Figure 1. Supply network.
(4 px per µm) Pins as bars on the die edge.
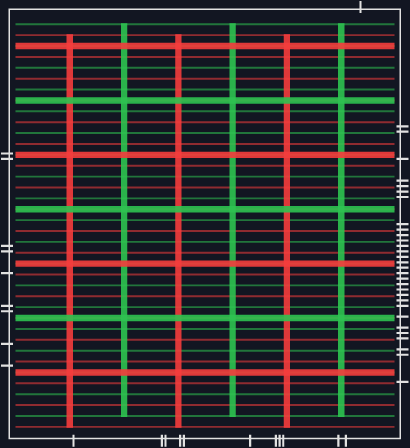
Figure 2. M4 wires.
(4 px per µm)
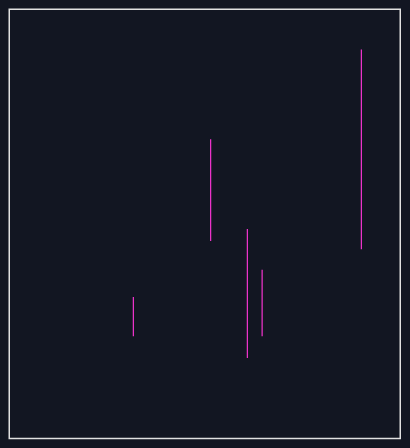
--- config.mk ---
export PLATFORM = sky130hd
export DESIGN_NAME = led_position_reader
export DESIGN_NICKNAME = d
export VERILOG_FILES = /design/src/rtl/led_pkg.sv /design/src/rtl/input_debouncer.sv /design/src/rtl/led_position_reader.sv
export SDC_FILE = /design/constraint.sdc
export NUM_CORES = 1
export LEC_CHECK = 0
export CAP_MARGIN = 20
export CORE_ASPECT_RATIO = 1.1
export CORE_UTILIZATION = 45
export CTS_BUF_LIST = sky130_fd_sc_hd__clkbuf_8 sky130_fd_sc_hd__clkbuf_16
export DETAILED_ROUTE_END_ITERATION = 6
export HOLD_SLACK_MARGIN = 0.15
export PLACE_DENSITY = 0.76
export SKIP_CTS_REPAIR_TIMING = 1
export SYNTH_ARGS = -nofsm -noshare
export SYNTH_HDL_FRONTEND = slang
export SYNTH_SLANG_ARGS = --single-unit
--- constraint.sdc ---
create_clock -name clk -period 4.3 [get_ports clk]
set_input_delay 1.29 -clock clk [delete_from_list [all_inputs] [get_ports clk]]
set_output_delay 1.29 -clock clk [all_outputs]
set_load 0.1 [all_outputs]
--- src/rtl/led_pkg.sv ---
// Shared definitions for the LED position reader slice.
//   LED_WIDTH   default number of board input lines
//   SAMPLE_DIV  default clk cycles between debounce sample ticks
//   trackState_e  tracker FSM encoding (IDLE, TRACK)
//   clog2       constant-friendly ceiling log2, used to size counters and pos
package led_pkg;

  localparam int LED_WIDTH  = 10;
  localparam int SAMPLE_DIV = 500000;

  typedef enum logic {
    IDLE  = 1'b0,
    TRACK = 1'b1
  } trackState_e;

  // Smallest r with 2**r >= value. Returns 0 for value <= 1.
  function automatic int clog2(input int value);
    int r;
    int v;
    r = 0;
    v = value - 1;
    while (v > 0) begin
      r = r + 1;
      v = v >> 1;
    end
    return r;
  endfunction

endpackage

--- src/rtl/input_debouncer.sv ---
// Synchronises a raw input vector, divides clk down to a sample tick and
// accepts a new vector only after STABLE consecutive equal samples.
// Ports:
//   clk     in   system clock
//   reset   in   asynchronous, active-low
//   din     in   [WIDTH] raw inputs, asynchronous to clk
//   stable  out  [WIDTH] debounced vector, changes only on a tick
module input_debouncer
  import led_pkg::*;
#(
  parameter int WIDTH  = LED_WIDTH,
  parameter int DIV    = SAMPLE_DIV,
  parameter int STABLE = 4
) (
  input  logic             clk,
  input  logic             reset,
  input  logic [WIDTH-1:0] din,
  output logic [WIDTH-1:0] stable
);

  localparam int DW = (DIV > 1) ? clog2(DIV) : 1;
  localparam int CW = clog2(STABLE + 1);
  localparam logic [DW-1:0] DIV_LAST = DW'(DIV - 1);
  localparam logic [CW-1:0] CNT_MAX  = CW'(STABLE);
  localparam logic [CW-1:0] CNT_ARM  = CW'(STABLE - 1);

  logic [WIDTH-1:0] sync1_q, sync2_q;
  logic [WIDTH-1:0] cand_q, cand_d;
  logic [WIDTH-1:0] stable_q, stable_d;
  logic [DW-1:0]    div_q, div_d;
  logic [CW-1:0]    deb_q, deb_d;
  logic             tick;

  // Divider and whole-vector debounce. The count saturates at STABLE so a
  // long-held vector keeps re-asserting the same stable value harmlessly.
  // deb_q >= STABLE-1 with a matching sample means this sample is the
  // STABLE-th equal one in a row.
  always_comb begin
    tick     = (div_q == DIV_LAST);
    div_d    = tick ? '0 : div_q + DW'(1);
    cand_d   = cand_q;
    deb_d    = deb_q;
    stable_d = stable_q;
    if (tick) begin
      if (sync2_q != cand_q) begin
        cand_d = sync2_q;
        deb_d  = CW'(1);
      end else begin
        if (deb_q < CNT_MAX) deb_d = deb_q + CW'(1);
        if (deb_q >= CNT_ARM) stable_d = cand_q;
      end
    end
  end

  // Two-flop synchroniser plus all debounce state.
  always_ff @(posedge clk or negedge reset) begin
    if (!reset) begin
      sync1_q  <= '0;
      sync2_q  <= '0;
      div_q    <= '0;
      cand_q   <= '0;
      deb_q    <= '0;
      stable_q <= '0;
    end else begin
      sync1_q  <= din;
      sync2_q  <= sync1_q;
      div_q    <= div_d;
      cand_q   <= cand_d;
      deb_q    <= deb_d;
      stable_q <= stable_d;
    end
  end

  assign stable = stable_q;

endmodule

--- src/rtl/led_position_reader.sv ---
// Reads WIDTH board lines through a debouncer and reports edges, the lit
// position and single-step motion of a one-hot position.
// Ports:
//   clk        in   system clock
//   reset      in   asynchronous, active-low
//   din        in   [WIDTH] raw inputs
//   stable     out  [WIDTH] debounced vector
//   rise/fall  out  [WIDTH] one-cycle edge pulses of stable
//   pos        out  [PW] highest set bit of stable (0 if none)
//   pos_valid  out  stable != 0
//   onehot     out  exactly one bit of stable set
//   step_up / step_down / jump  out  one-cycle motion pulses
module led_position_reader
  import led_pkg::*;
#(
  parameter int WIDTH  = LED_WIDTH,
  parameter int DIV    = SAMPLE_DIV,
  parameter int STABLE = 4,
  parameter int PW     = clog2(WIDTH)
) (
  input  logic             clk,
  input  logic             reset,
  input  logic [WIDTH-1:0] din,
  output logic [WIDTH-1:0] stable,
  output logic [WIDTH-1:0] rise,
  output logic [WIDTH-1:0] fall,
  output logic [PW-1:0]    pos,
  output logic             pos_valid,
  output logic             onehot,
  output logic             step_up,
  output logic             step_down,
  output logic             jump
);

  localparam logic [PW:0] ONE = (PW + 1)'(1);

  logic [WIDTH-1:0] prev_q, rise_q, fall_q;
  logic [PW-1:0]    pos_q, posNow, lastPos_q, lastPos_d;
  logic             posValid_q, onehot_q;
  logic             stepUp_q, stepUp_d, stepDown_q, stepDown_d, jump_q, jump_d;
  logic             onehotNow, changed;
  trackState_e      state_q, state_d;

  input_debouncer #(
    .WIDTH  (WIDTH),
    .DIV    (DIV),
    .STABLE (STABLE)
  ) u_debouncer (
    .clk    (clk),
    .reset  (reset),
    .din    (din),
    .stable (stable)
  );

  // Combinational view of the current stable vector; the outputs below are
  // registered copies so they line up with rise/fall.
  always_comb begin
    posNow = '0;
    for (int i = 0; i < WIDTH; i++) begin
      if (stable[i]) posNow = PW'(i);
    end
    onehotNow = $onehot(stable);
    changed   = (stable != prev_q);
  end

  // Tracker next state. Only reacts in the cycle after stable moved, so each
  // accepted vector yields at most one motion pulse. Comparisons are done one
  // bit wider so last_pos = 0 or WIDTH-1 cannot wrap into a false step.
  always_comb begin
    state_d    = state_q;
    lastPos_d  = lastPos_q;
    stepUp_d   = 1'b0;
    stepDown_d = 1'b0;
    jump_d     = 1'b0;
    if (changed) begin
      case (state_q)
        IDLE: begin
          if (onehotNow) begin
            state_d   = TRACK;
            lastPos_d = posNow;
          end
        end
        TRACK: begin
          if (!onehotNow) begin
            state_d = IDLE;
          end else begin
            if ({1'b0, posNow} == {1'b0, lastPos_q} + ONE) stepUp_d = 1'b1;
            else if ({1'b0, posNow} + ONE == {1'b0, lastPos_q}) stepDown_d = 1'b1;
            else jump_d = 1'b1;
            lastPos_d = posNow;
          end
        end
        default: state_d = IDLE;
      endcase
    end
  end

  // Edge detection, registered position flags and tracker state.
  always_ff @(posedge clk or negedge reset) begin
    if (!reset) begin
      prev_q     <= '0;
      rise_q     <= '0;
      fall_q     <= '0;
      pos_q      <= '0;
      posValid_q <= 1'b0;
      onehot_q   <= 1'b0;
      stepUp_q   <= 1'b0;
      stepDown_q <= 1'b0;
      jump_q     <= 1'b0;
      lastPos_q  <= '0;
      state_q    <= IDLE;
    end else begin
      prev_q     <= stable;
      rise_q     <= stable & ~prev_q;
      fall_q     <= ~stable & prev_q;
      pos_q      <= posNow;
      posValid_q <= (stable != '0);
      onehot_q   <= onehotNow;
      stepUp_q   <= stepUp_d;
      stepDown_q <= stepDown_d;
      jump_q     <= jump_d;
      lastPos_q  <= lastPos_d;
      state_q    <= state_d;
    end
  end

  assign rise      = rise_q;
  assign fall      = fall_q;
  assign pos       = pos_q;
  assign pos_valid = posValid_q;
  assign onehot    = onehot_q;
  assign step_up   = stepUp_q;
  assign step_down = stepDown_q;
  assign jump      = jump_q;

endmodule

==> results.json <==
{
  "arrival_ps": 4310,
  "fp_util_pct": 47.2,
  "synth.most_common_cell": "dfrtp_1",
  "clockNetworkAreaShare_pct": 4.32,
  "wl_met1_um": 3400,
  "fin_util_pct": 56.8,
  "period_needed_ps": 4060,
  "core.rowCount": 37,
  "top_area_cell_class": "flip-flops and latches",
  "fin_cells": 525,
  "hp-class": "reg -> reg",
  "yosysChipArea_mm2": 0.00450,
  "cts_tree": "yes",
  "async_reset_ff_share_pct": 100,
  "crit_type": "reg -> reg",
  "crit_path_frequent_cell": "fa_1",
  "clock_latency_ps": 370,
  "seq_cells": 106,
  "die_h_um": 107,
  "syn_area_mm2": 0.00450,
  "sh_comb_area_pct": 31.4,
  "antenna_left": 0,
  "clock.fmax_ghz": 0.246,
  "min_path_cells": 0,
  "boundaryPins": 51,
  "seqPwrFrac_pct": 58.0,
  "clockBufferCount": 10,
  "finalSetupViolCount": 0,
  "worstMarginPinSlew_ps": 1010,
  "ir_drop_uv": 170,
  "yosysWarnings": 0,
  "grt-ovfl-total": 0,
  "grt.busiest_layer": "met2",
  "totalWireLength_um": 7520,
  "buffers": 55,
  "log.warning_count": 37,
  "dp_cells": 509,
  "p_seq_w": 0.00101,
  "grt_pass1_vias": 2675,
  "period_used_pct": 94.4,
  "r2r_cells": 12,
  "n_all_inverters": 35,
  "drt_iter0_drc": 77,
  "synth.top_cell.area_share_pct": 58.9,
  "clkPwrFrac_pct": 40.1,
  "fin_skew_ps": 11.4,
  "grt_pass1_wl_um": 12900,
  "design_area_mm2": 0.00542,
  "rsz0062_at_grt": "no",
  "grtUsageMet1_pct": 21.0,
  "path_cells": "fa_1 -> fa_1 -> inv_1 -> fa_1 -> inv_1 -> ha_1 -> inv_1 -> fa_1 -> a2111o_1 -> a21oi_1 -> nor2b_1 -> mux2_2",
  "r2r_slack_ps": 240,
  "regArea_mm2": 0.00266,
  "cts-root-buf": "clkbuf_8",
  "swShare_pct": 21.3,
  "nMultiInputCombCells": 196,
  "grt_usage_pct": 16.1,
  "chipArea_mm2": 0.0104,
  "synth_stat.cells": 340,
  "powerDensity_mw_per_mm2": 321,
  "finalPower_w": 0.00174,
  "use_met3_pct": 3.59,
  "antenna_found_initial": 0,
  "pg_comb_w": 0.0000332,
  "p_leak_nw": 2.54,
  "wl_per_cell_um": 14.3,
  "cts_inserted_buffers": 9,
  "ys_seq_share_pct": 58.9,
  "vias_per_cell": 5.06,
  "crit_path_max_incr_delay_ps": 530,
  "cp_num_cells": 12,
  "cp-endpoint": "lastPos_q[1]",
  "rr_endpoint": "lastPos_q[1]",
  "lay_top_cells": "dfrtp_1 (100), clkdlybuf4s50_1 (49), inv_1 (35)",
  "fp.dieW_um": 97.4,
  "port_buffers": 50,
  "cp-end-kind": "register",
  "path_clk_slew_ps": 100,
  "antenna_cells": 0,
  "path_buffers": 3,
  "edf_count": 0,
  "finalMaxSlewViolations": 0,
  "synth-main-ff-cell": "dfrtp_1",
  "avgSynthCellArea_um2": 13.2,
  "drc": 0,
  "met2_usage_pct": 25.7,
  "syn_to_final_growth_pct": 20.3,
  "required_ps": 4550,
  "crit_start": "u_debouncer.stable[0]",
  "wl_met3_um": 292,
  "path_delay_family": "adder cells",
  "hpwl_um": 5390,
  "combPwrFrac_pct": 1.9,
  "place_ws_ps": 266,
  "nWellTaps": 117,
  "core_mm2": 0.00954,
  "outcome": "completed",
  "logic_area_mm2": 0.00170,
  "lay_top_count": "dfrtp_1",
  "clock_sinks": 106,
  "synth_cells": 340,
  "maxCapViolations": 0,
  "slew_headroom_pct": 32.7,
  "hold_viol_final": 0,
  "finalWorstSetupSlack_ps": 242,
  "top_power_group": "sequential cells",
  "intPower_w": 0.00137,
  "cts_max_level": 3,
  "startpoint_type": "register",
  "synth_area_leader_cell": "dfrtp_1",
  "cp_max_fo": 6,
  "vias": 2656,
  "min-delay-start": "u_debouncer.sync1_q[3]",
  "timing.hold.ws_ps": 355,
  "grt_max_degree": 67,
  "layout-drive-gt1-share_pct": 13.5,
  "area_leaders": "dfrtp_1 (59%), ha_1 (7.8%), mux2_4 (3.3%)",
  "ys_types": 45,
  "fin_nets": 449,
  "met2_length_um": 3700,
  "min_to": "u_debouncer.sync2_q[3]",
  "fillCellCount": 763,
  "syn-num-nets": 386,
  "routed.top_layer": "met4",
  "switching_power_w": 0.000372,
  "cts_max_path_buffers": 2,
  "netlist_top_cells_count": "dfrtp_1 (106), inv_1 (35), ha_1 (28), nor2_1 (17), xor2_1 (17)",
  "pwr.group.clock_w": 0.000699,
  "synth-seq-cells": 106,
  "layout.nonclk_buf_share_pct": 10.1,
  "place_congestion": 0.817,
  "seq-cell-share_pct": 49.1,
  "drt_pre_antenna_iters": 4,
  "slowest_stage": "fa_1",
  "place_area_mm2": 0.00518
}
Notes on Figure 1 above:
VDD: drawn in green. VSS: drawn in red.
38 met1 rails follow the rows. 7 straps on met5. 6 straps on met4.

Notes on Figure 2 above:
The layer carries 133 µm of wire. The layer holds 1.8% of the routed length. The longest straight run is 49.6 µm.

logic make-up (layout without fill, tap and decap cells):
kind of cell | Yosys count | after routing | synth area share, %
AND-OR/OR-AND | 23 | 23 | 3.42
flip-flops | 106 | 106 | 58.9
adder cells (fa/ha/maj) | 34 | 34 | 10.4
multiplexers | 23 | 23 | 6.53
XOR/XNOR | 31 | 31 | 6.64
buffers and inverters | 38 | 106 | 3.39
AND/OR/NAND/NOR | 85 | 85 | 10.7
registers in the layout (all words and copies together) (netlist names), 3 cells and up:
register and flops:
fall 10, u_debouncer.stable 10, u_debouncer.cand_q 10, prev_q 10
u_debouncer.sync1_q 10, u_debouncer.deb_q 3, pos 4, rise 10
u_debouncer.sync2_q 10, u_debouncer.div_q 19, lastPos_q 4
